==> config.mk <==
export PLATFORM = sky130hd
export DESIGN_NAME = mem_load_forward_ctrl
export DESIGN_NICKNAME = d
export VERILOG_FILES = /design/src/rtl/mem_load_forward_ctrl.sv
export SDC_FILE = /design/constraint.sdc
export NUM_CORES = 1
export LEC_CHECK = 0
export CAP_MARGIN = 20
export CELL_PAD_IN_SITES_DETAIL_PLACEMENT = 1
export CELL_PAD_IN_SITES_GLOBAL_PLACEMENT = 2
export CORE_ASPECT_RATIO = 0.7
export CORE_MARGIN = 2
export CORE_UTILIZATION = 39
export DETAILED_ROUTE_END_ITERATION = 6
export DONT_BUFFER_PORTS = 1
export HOLD_SLACK_MARGIN = 0.06
export PLACE_DENSITY = 0.83
export SYNTH_ARGS = -nofsm -noshare
export SYNTH_HDL_FRONTEND = slang
export SYNTH_SLANG_ARGS = --single-unit
==> constraint.sdc <==
create_clock -name clk -period 8.8 [get_ports clk]
set_input_delay 0.88 -clock clk [delete_from_list [all_inputs] [get_ports clk]]
set_output_delay 0.88 -clock clk [all_outputs]
set_load 0.05 [all_outputs]
==> src/rtl/mem_load_forward_ctrl.sv <==
// MEM-stage load/store sequencer: drives the dcache handshake, stalls the pipe while an
// access is outstanding and publishes a one-cycle load forwarding beat to the EX hazard unit.
module mem_load_forward_ctrl #(
  parameter int unsigned DATA_WIDTH    = 64,
  parameter int unsigned ADDR_WIDTH    = 64,
  parameter int unsigned RF_ADDR_WIDTH = 5
) (
  input  logic                     clk,
  input  logic                     rst,
  input  logic                     EXMem_Valid,
  input  logic                     EXMem_LdEN,
  input  logic                     EXMem_StEN,
  input  logic [2:0]               EXMem_Funct3,
  input  logic [RF_ADDR_WIDTH-1:0] EXMem_RdAddr,
  input  logic [ADDR_WIDTH-1:0]    EXMem_AluData,
  input  logic [DATA_WIDTH-1:0]    EXMem_StData,
  output logic                     Dcache_Req,
  output logic                     Dcache_Wr,
  output logic [ADDR_WIDTH-1:0]    Dcache_Addr,
  output logic [DATA_WIDTH-1:0]    Dcache_WrData,
  output logic [7:0]               Dcache_ByteEn,
  input  logic                     Dcache_Ack,
  input  logic [DATA_WIDTH-1:0]    Dcache_RdData,
  input  logic                     Dcache_Err,
  output logic                     Mem_Stall,
  output logic                     Mem_LdEN,
  output logic [RF_ADDR_WIDTH-1:0] Mem_RdAddr,
  output logic [DATA_WIDTH-1:0]    Mem_LdData,
  output logic                     Mem_Exception
);

  typedef enum logic [1:0] {StIdle, StReq, StDone} state_e;

  state_e                   state_q, state_d;
  logic [ADDR_WIDTH-1:0]    addr_q;
  logic [2:0]               funct3_q;
  logic [RF_ADDR_WIDTH-1:0] rd_q;
  logic                     wr_q;
  logic [DATA_WIDTH-1:0]    wrdata_q;
  logic [7:0]               byteen_q;
  logic [DATA_WIDTH-1:0]    ld_data_q;
  logic [RF_ADDR_WIDTH-1:0] ld_rd_q;
  logic                     exc_q, exc_d;
  logic                     ld_capture;

  logic [1:0]            size_in;
  logic                  addr_misalign;
  logic                  op_valid;
  logic                  misaligned;
  logic                  accept;
  logic [7:0]            be_base;
  logic [DATA_WIDTH-1:0] st_shift;
  logic [DATA_WIDTH-1:0] rd_shift;
  logic [DATA_WIDTH-1:0] ld_ext;

  // Size code: 0=byte 1=half 2=word 3=double; SIMD (111) is a 64-bit access.
  always_comb begin
    size_in = (EXMem_Funct3 == 3'b111) ? 2'd3 : EXMem_Funct3[1:0];
    unique case (size_in)
      2'd0:    begin addr_misalign = 1'b0;                  be_base = 8'h01; end
      2'd1:    begin addr_misalign = EXMem_AluData[0];      be_base = 8'h03; end
      2'd2:    begin addr_misalign = |EXMem_AluData[1:0];   be_base = 8'h0F; end
      default: begin addr_misalign = |EXMem_AluData[2:0];   be_base = 8'hFF; end
    endcase
  end

  // A load+store combination is illegal and reported like a misalignment.
  assign op_valid   = EXMem_Valid & (EXMem_LdEN | EXMem_StEN);
  assign misaligned = (EXMem_LdEN & EXMem_StEN) | addr_misalign;
  assign accept     = (state_q == StIdle) & op_valid & ~misaligned;
  assign st_shift   = EXMem_StData << {EXMem_AluData[2:0], 3'b000};

  assign rd_shift = Dcache_RdData >> {addr_q[2:0], 3'b000};

  always_comb begin
    case (funct3_q)
      3'b000:  ld_ext = {{(DATA_WIDTH-8){rd_shift[7]}}, rd_shift[7:0]};
      3'b001:  ld_ext = {{(DATA_WIDTH-16){rd_shift[15]}}, rd_shift[15:0]};
      3'b010:  ld_ext = {{(DATA_WIDTH-32){rd_shift[31]}}, rd_shift[31:0]};
      3'b100:  ld_ext = {{(DATA_WIDTH-8){1'b0}}, rd_shift[7:0]};
      3'b101:  ld_ext = {{(DATA_WIDTH-16){1'b0}}, rd_shift[15:0]};
      3'b110:  ld_ext = {{(DATA_WIDTH-32){1'b0}}, rd_shift[31:0]};
      default: ld_ext = rd_shift;
    endcase
  end

  always_comb begin
    state_d    = state_q;
    exc_d      = 1'b0;
    ld_capture = 1'b0;
    case (state_q)
      StIdle: begin
        if (accept) begin
          state_d = StReq;
        end else if (op_valid) begin
          exc_d = 1'b1;
        end
      end
      StReq: begin
        if (Dcache_Ack) begin
          if (Dcache_Err) begin
            exc_d   = 1'b1;
            state_d = StIdle;
          end else if (!wr_q) begin
            ld_capture = 1'b1;
            state_d    = StDone;
          end else begin
            state_d = StIdle;
          end
        end
      end
      StDone:  state_d = StIdle;
      default: state_d = StIdle;
    endcase
  end

  always_ff @(posedge clk or posedge rst) begin
    if (rst) begin
      state_q   <= StIdle;
      addr_q    <= '0;
      funct3_q  <= '0;
      rd_q      <= '0;
      wr_q      <= 1'b0;
      wrdata_q  <= '0;
      byteen_q  <= '0;
      ld_data_q <= '0;
      ld_rd_q   <= '0;
      exc_q     <= 1'b0;
    end else begin
      state_q <= state_d;
      exc_q   <= exc_d;
      if (accept) begin
        addr_q   <= EXMem_AluData;
        funct3_q <= EXMem_Funct3;
        rd_q     <= EXMem_RdAddr;
        wr_q     <= EXMem_StEN;
        wrdata_q <= st_shift;
        byteen_q <= EXMem_StEN ? (be_base << EXMem_AluData[2:0]) : 8'h00;
      end
      if (ld_capture) begin
        ld_data_q <= ld_ext;
        ld_rd_q   <= rd_q;
      end
    end
  end

  assign Dcache_Req    = (state_q == StReq);
  assign Dcache_Wr     = Dcache_Req & wr_q;
  assign Dcache_Addr   = {addr_q[ADDR_WIDTH-1:3], 3'b000};
  assign Dcache_WrData = wrdata_q;
  assign Dcache_ByteEn = Dcache_Req ? byteen_q : 8'h00;
  assign Mem_Stall     = accept | (state_q == StReq);
  assign Mem_LdEN      = (state_q == StDone) & (|rd_q);
  assign Mem_RdAddr    = ld_rd_q;
  assign Mem_LdData    = ld_data_q;
  assign Mem_Exception = exc_q;

endmodule

**Run 1: register map, names as in the netlist**

The bar under the picture is 50 um long. Other sequential cells in the stronger gray, the rest of the logic in the fainter gray.
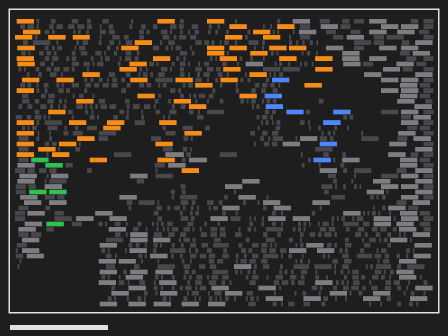
Key: blue = byteen_q [sequential cells 8]; orange = Dcache_WrData [sequential cells 64]; green = rd_q [sequential cells 5, where middle left]
Another 140 sequential cells are not colored.
Reg area: 5430 um2
Seq power: 2.81 mW
Util after Layout: 41.2%
sequential cell area share: 42.0%

**Run 1: placement by cell class**

The bar under the picture is 50 um long.
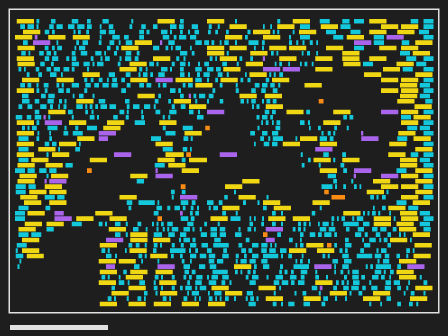
Key: orange = remaining buffers and delay cells [cells 10, share of their area 0.71%]; purple = clock drivers and dummy loads [cells 40, share of their area 5.8%]; cyan = remaining logic cells [cells 850, share of their area 50%]; yellow = registers [cells 217, share of their area 44%]
Core Area: 31400 um2
Rows: 54
final instance area: 12900 um2

==> out/metrics.cfg, run 1 <==
[synth]
yosys-top-cells-area = dfrtp_1, mux2i_1, mux2_4, buf_4, nand2_1
edf_count = 0
yosys_warnings = 0
top_area_cell = dfrtp_1
ys_seq_share_pct = 43.3
yosysTopAreaCellShare_pct = 43.3
netlist_logic_family_top = multiplexers
avgSynthCellArea_um2 = 10.2
aoi_share_pct = 14.7
yosysUniqueCellTypes = 51

[power_and_ir_drop]
p_comb_mw = 1.11
clock_net_power_uw = 961
swShare_pct = 51.2
ir_worst_vdd_mv = 0.171
leakagePower_nw = 5.73
p_int_mw = 2.38
seq_power_share_pct = 57.5
power_density_nw_per_um2 = 378
power_leader = registers

[layout]
logic_area_um2 = 6140
clkbuf_count = 37
antennaDiodeCount = 0
layout.nonclk_buf_share_pct = 0.677
inverters_excl_clock = 4
synthToLayoutAreaGrowth_pct = 3.15
flop-count = 217
fillers = 3476
finalNonFillerCells = 1537
nets = 1311
final_cell_mix = dfrtp_1, nand2_1, mux2i_1

[drt]
drc = 0
via_per_inst = 5.87
dr_wl_met2_um = 17600
top_layer = met5
met3WireLength_um = 5200

[critical_path]
crit_path_end_kind = output port
r2r_end = Mem_LdData[18]$_DFFE_PP0P_
r2r_slack_ns = 5.62
required_ns = 7.92
crit_fanout = 99

[timing]
hold_viol = 0
setup_violations = 0
skew_ns = 0.00901
worstMarginPinSlew_ns = 1.11
maxSlewHeadroom_pct = 25.6
fin_ws_ns = 5.13

[clock_network]
cts_tree = done
clock_latency_ns = 0.52
cts_sinks = 217
numCtsBuffers = 25
htree_levels = 1

[placement]
dp_hpwl_um = 30800
placed_area_um2 = 12200
place.gp.congestion = 0.899
pre_cts_slack_ns = 5.19
portBuffers = 0

[grt]
grt_antenna_before_repair = 4
grt_max_degree = 179
overflow = 0
grt_pass1_wl_um = 61400

[floorplanning]
io_pins = 417
dieWidth_um = 218

[job]
drv_cap = 0

[status]
status = complete, no violations

**Run 1: wiring by layer**

The bar under the picture is 50 um long. Two of the layers only.
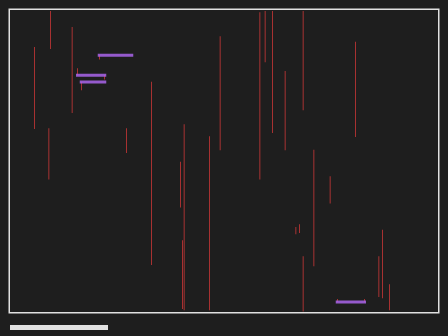
Key: red = M4 [wire length 1040 um]; purple = M5 [wire length 56.1 um]
WL/cell: 27.4 um
gr usage total: 24.2%
wirelength, routed: 42200 um
Vias: 9024

**Run 1: congestion heat map**

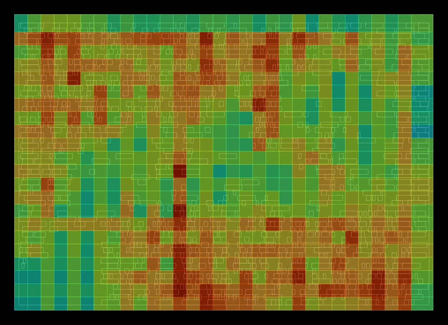
met2 Use GR: 35.2%
met1 usage: 32.4%

**Run 1: logic cells by family**

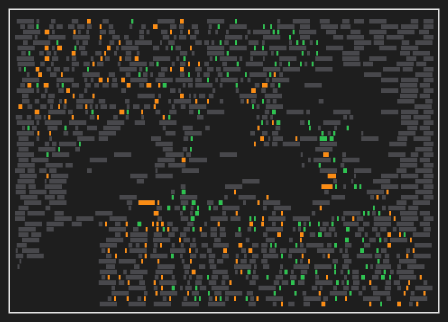

--- run 2 (diff from run 1) ---
Clock period 8.8 ns to 3.7 ns, I/O delays scaled along.
**Run 2: logic cells by family**

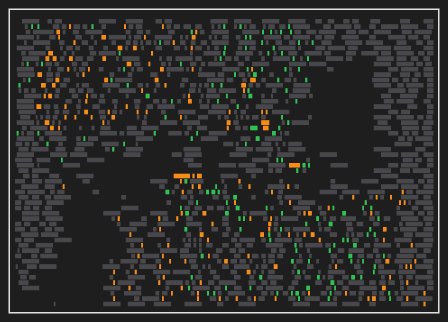
Key: green = nand cells [cells 149, most used nand2_1]; orange = nor cells [cells 159, most used nor2_1, where spread over the die]

**Run 2: wiring by layer**

The bar under the picture is 50 um long. Two of the layers only.
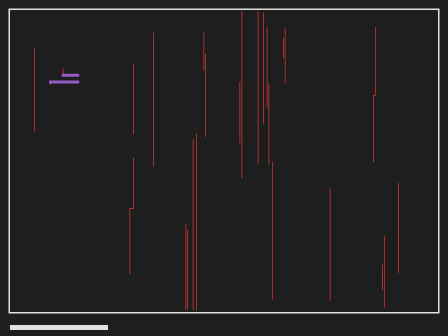
Key: red = M4 [wire length 1200 um]; purple = M5 [wire length 21.2 um]
wirelength, routed: 44900 um
WL/cell: 27.2 um
Vias: 9484

==> run 2 against run 1 <==
Effect of this change: clock skew is 0.0017 ns higher; routed wire length increased by 6.5%; final area grew 9.1%; core utilization grew 3.8 points; critical path type is now reg -> reg.
==> out/metrics.cfg, run 2 <==
[synth]
yosys-top-cells-area = dfrtp_1, mux2i_1, mux2_4, buf_4, nand2_1  ; unchanged
yosysTopAreaCellShare_pct = 43.3  ; unchanged
yosysMostFrequentCell = dfrtp_1  ; unchanged
ys_cells = 1232  ; unchanged
edf_count = 0  ; unchanged
avgSynthCellArea_um2 = 10.2  ; unchanged
ys_seq_share_pct = 43.3  ; unchanged
yosys_warnings = 0  ; unchanged
top_area_cell = dfrtp_1  ; unchanged
aoi_share_pct = 14.7  ; unchanged
netlist_logic_family_top = multiplexers  ; unchanged
async_flop_share_pct = 100  ; unchanged

[drt]
met3WireLength_um = 5120  ; was 5200 um
via_per_inst = 5.75  ; was 5.87
dr_wl_met2_um = 19000  ; was 17600 um
drc = 0  ; unchanged
top_layer = met5  ; unchanged

[grt]
grt_pass1_wl_um = 66100  ; was 61400 um
grt_max_degree = 192  ; was 179
track_usage_pct = 26.0  ; was 24.2%
grt_antenna_before_repair = 6  ; was 4
use_met2_pct = 37.8  ; was 35.2%
overflow = 0  ; unchanged
use_met3_pct = 11.2  ; was 11.5%

[timing]
hold_viol = 0  ; unchanged
maxSlewHeadroom_pct = 31.8  ; was 25.6%
worstMarginPinSlew_ns = 1.02  ; was 1.11 ns
fmax_ghz = 0.367
setup_violations = 0  ; unchanged
skew_ns = 0.0107  ; was 0.00901 ns
fin_ws_ns = 0.974  ; was 5.13 ns

[layout]
final_util_pct = 44.9  ; was 41.2%
final_cell_mix = dfrtp_1, nand2_1, mux2i_1  ; unchanged
synthToLayoutAreaGrowth_pct = 12.6  ; was 3.15%
inverters_excl_clock = 4  ; unchanged
clkbuf_count = 35  ; was 37
final_area_um2 = 14100  ; was 12900 um2
antennaDiodeCount = 4  ; was 0
regArea_um2 = 5430  ; unchanged
finalNonFillerCells = 1649  ; was 1537
clk_share_pct = 5.90  ; was 5.61%
nets = 1414  ; was 1311
seq_area_share_pct = 38.5  ; was 42.0%
flop-count = 217  ; unchanged
fillers = 3399  ; was 3476

[placement]
placed_area_um2 = 12300  ; was 12200 um2
place.gp.congestion = 0.911  ; was 0.899
portBuffers = 0  ; unchanged
dp_hpwl_um = 31100  ; was 30800 um
pre_cts_slack_ns = 1.01  ; was 5.19 ns

[clock_network]
htree_levels = 1  ; unchanged
clock_latency_ns = 0.54  ; was 0.52 ns
cts_sinks = 217  ; unchanged
numCtsBuffers = 25  ; unchanged

[job]
drv_cap = 0  ; unchanged
warnings = 29  ; was 28

[power_and_ir_drop]
p_comb_mw = 2.72  ; was 1.11 mW
clock_net_power_mw = 2.53  ; was 961 uW
seq_power_share_pct = 56.3  ; was 57.5%
ir_worst_vdd_mv = 0.526  ; was 0.171 mV
power_leader = registers  ; unchanged
swShare_pct = 50.9  ; was 51.2%
powerSeq_mw = 6.76  ; was 2.81 mW
p_int_mw = 5.90  ; was 2.38 mW

[critical_path]
required_ns = 4.07  ; was 7.92 ns
crit_fanout = 32  ; was 99
r2r_end = Mem_LdData[53]$_DFFE_PP0P_  ; was Mem_LdData[18]$_DFFE_PP0P_
r2r_slack_ns = 0.97  ; was 5.62 ns
crit_path_end_kind = register  ; was output port
path_cells = nor2b_1, a2bb2oi_1, and4_1, a211oi_4, buf_4, a31oi_1  ; was or2_1, a222oi_1, nand2_4, nand2_1

[floorplanning]
io_pins = 417  ; unchanged
dieWidth_um = 218  ; unchanged
die_area_um2 = 33600  ; unchanged
coreArea_um2 = 31400  ; unchanged

[status]
status = complete, no violations  ; unchanged

**Run 2: placement by cell class**

The bar under the picture is 50 um long.
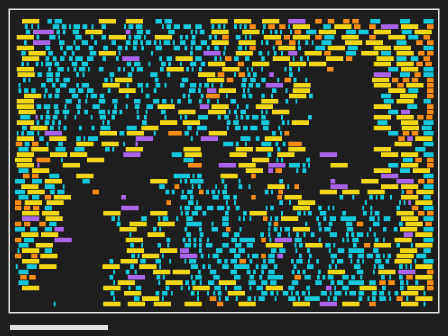

--- run 3 (diff from run 2) ---
Settings changed: CORE_UTILIZATION 39 to 35, PLACE_DENSITY 0.83 to 0.78.
Clock period 3.7 ns to 2.3 ns, I/O delays scaled along.
**Run 3: placement by cell class**

The bar under the picture is 50 um long.
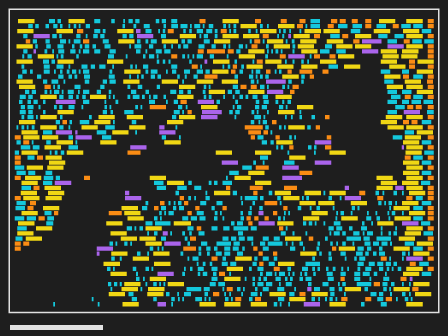
Key: orange = remaining buffers and delay cells [cells 168, share of their area 12%]; purple = clock drivers and dummy loads [cells 48, share of their area 6.6%]; yellow = registers [cells 217, share of their area 38%]; cyan = remaining logic cells [cells 850, share of their area 43%]

==> run 3 against run 2 <==
Effect of this change: clock-buffer cell count is 4 lower; global-route usage shrank 1.4 points; power increased by 68%; via count is 3.8% higher; first-iteration DRC count grew 7.0%; non-clock buffer count is 55 higher; sequential share of layout area is 2.0 points lower; setup slack got worse by 0.85 ns; largest cell class unchanged; largest power group unchanged; highest routed layer unchanged.
==> out/metrics.cfg, run 3 <==
[status]
status = complete, no violations  ; unchanged

[placement]
placed_area_um2 = 12700  ; was 12300 um2
dp_hpwl_um = 32900  ; was 31100 um
portBuffers = 0  ; unchanged
pre_cts_slack_ns = -0.0718  ; was 1.01 ns
place.gp.congestion = 0.935  ; was 0.911

[layout]
logic_area_um2 = 6150  ; about the same
clk_share_pct = 6.33  ; was 5.90%
antennaDiodeCount = 4  ; unchanged
layout.nonclk_buf_share_pct = 11.7  ; was 8.12%
n_all_buffers = 168  ; was 113
regArea_um2 = 5430  ; unchanged
final_area_um2 = 14900  ; was 14100 um2
clkbuf_count = 31  ; was 35
fillers = 3790  ; was 3399
nets = 1470  ; was 1414
comb.multi_input.count = 846  ; unchanged
final_util_pct = 42.5  ; was 44.9%
finalNonFillerCells = 1759  ; was 1649
seq_area_share_pct = 36.5  ; was 38.5%
final_cell_mix = dfrtp_1, nand2_1, mux2i_1  ; unchanged
drive_gt1_share_pct = 16.9  ; was 14.1%
flop-count = 217  ; unchanged
synthToLayoutAreaGrowth_pct = 18.7  ; was 12.6%
inverters_excl_clock = 4  ; unchanged

[drt]
wirelength_um = 47200  ; was 44900 um
met3WireLength_um = 4010  ; was 5120 um
via_per_inst = 5.60  ; was 5.75
wl_met1_um = 21400  ; was 19500 um
dr_wl_met2_um = 20600  ; was 19000 um
wl_per_cell_um = 26.9  ; was 27.2 um
top_layer = met5  ; unchanged
drc = 0  ; unchanged
vias = 9846  ; was 9484

[timing]
maxSlewHeadroom_pct = 29.8  ; was 31.8%
holdWs_ns = 0.0843  ; was 0.120 ns
setup_violations = 0  ; unchanged
worstMarginPinSlew_ns = 1.05  ; was 1.02 ns
fin_ws_ns = 0.120  ; was 0.974 ns
hold_viol = 0  ; unchanged
fmax_ghz = 0.459
skew_ns = 0.0161  ; was 0.0107 ns

[power_and_ir_drop]
p_int_mw = 10.1  ; was 5.90 mW
ir_worst_vdd_mv = 0.535  ; was 0.526 mV
power_density_nw_per_um2 = 1360  ; was 851 nW/um2
p_comb_mw = 4.81  ; was 2.72 mW
swShare_pct = 49.7  ; was 50.9%
leakagePower_nw = 6.60  ; was 6.22 nW
seq_power_share_pct = 53.5  ; was 56.3%
clock_net_power_mw = 4.56  ; was 2.53 mW
share_comb_of_total_power_pct = 23.9  ; was 22.6%
power_leader = registers  ; unchanged
powerSeq_mw = 10.8  ; was 6.76 mW

[grt]
grt_pass1_wl_um = 69400  ; was 66100 um
grt_use_met1_pct = 34.1  ; was 34.9%
grt_pass1_vias = 10400  ; was 9877
use_met3_pct = 7.83  ; was 11.2%
top_usage_layer = met2  ; unchanged
track_usage_pct = 24.5  ; was 26.0%
grt_antenna_before_repair = 4  ; was 6
overflow = 0  ; unchanged
grt_max_degree = 117  ; was 192
use_met2_pct = 36.9  ; was 37.8%

[critical_path]
crit_path_end_kind = output port  ; was register
path_cells = or4_1, nor2_2, nor3b_2  ; was nor2b_1, a2bb2oi_1, and4_1, a211oi_4, buf_4, a31oi_1
reg2reg_depth = 6  ; unchanged
required_ns = 2.07  ; was 4.07 ns
r2r_slack_ns = 0.13  ; was 0.97 ns
arrival_ns = 1.95  ; was 3.09 ns
r2r_end = Dcache_WrData[21]$_DFFE_PP0P_  ; was Mem_LdData[53]$_DFFE_PP0P_
crit_fanout = 3  ; was 32

[clock_network]
numCtsBuffers = 26  ; was 25
clock_latency_ns = 0.54  ; about the same
root_buffer = clkbuf_16  ; unchanged
clk_path_buf_depth = 3  ; unchanged
cts_sinks = 217  ; unchanged
cts_resized = 2  ; was 0
htree_levels = 1  ; unchanged
cts_tree = done  ; unchanged

[synth]
yosys_warnings = 0  ; unchanged
ys.flop_type = dfrtp_1  ; unchanged
aoi_share_pct = 14.7  ; unchanged
yosysMostFrequentCell = dfrtp_1  ; unchanged
async_flop_share_pct = 100  ; unchanged
yosysUniqueCellTypes = 51  ; unchanged
ys_cells = 1232  ; unchanged
yosysTopAreaCellShare_pct = 43.3  ; unchanged
ys_seq_share_pct = 43.3  ; unchanged
yosys-top-cells-area = dfrtp_1, mux2i_1, mux2_4, buf_4, nand2_1  ; unchanged
avgSynthCellArea_um2 = 10.2  ; unchanged
top_area_cell = dfrtp_1  ; unchanged
netlist_logic_family_top = multiplexers  ; unchanged
edf_count = 0  ; unchanged

[min_path]
worstHoldEndpoint = Mem_LdData[17]$_DFFE_PP0P_  ; was byteen_q[1]$_DFFE_PP0P_

[floorplanning]
rows = 57  ; was 54
io_pins = 417  ; unchanged
dieWidth_um = 230  ; was 218 um
die_area_um2 = 37400  ; was 33600 um2
coreArea_um2 = 35000  ; was 31400 um2

[job]
warnings = 28  ; was 29
drv_cap = 0  ; unchanged

**Run 3: logic cells by family**

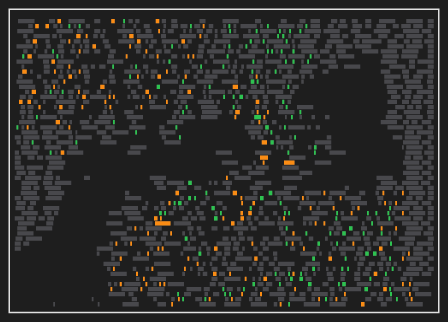
Key: green = nand cells [cells 149, most used nand2_1]; orange = nor cells [cells 159, most used nor2_1, where spread over the die]
dominant logic cell type in the layout: dfrtp_1
Comb/total area: 41.3%

No activity file was given, so power comes from the tool's default toggle rates.
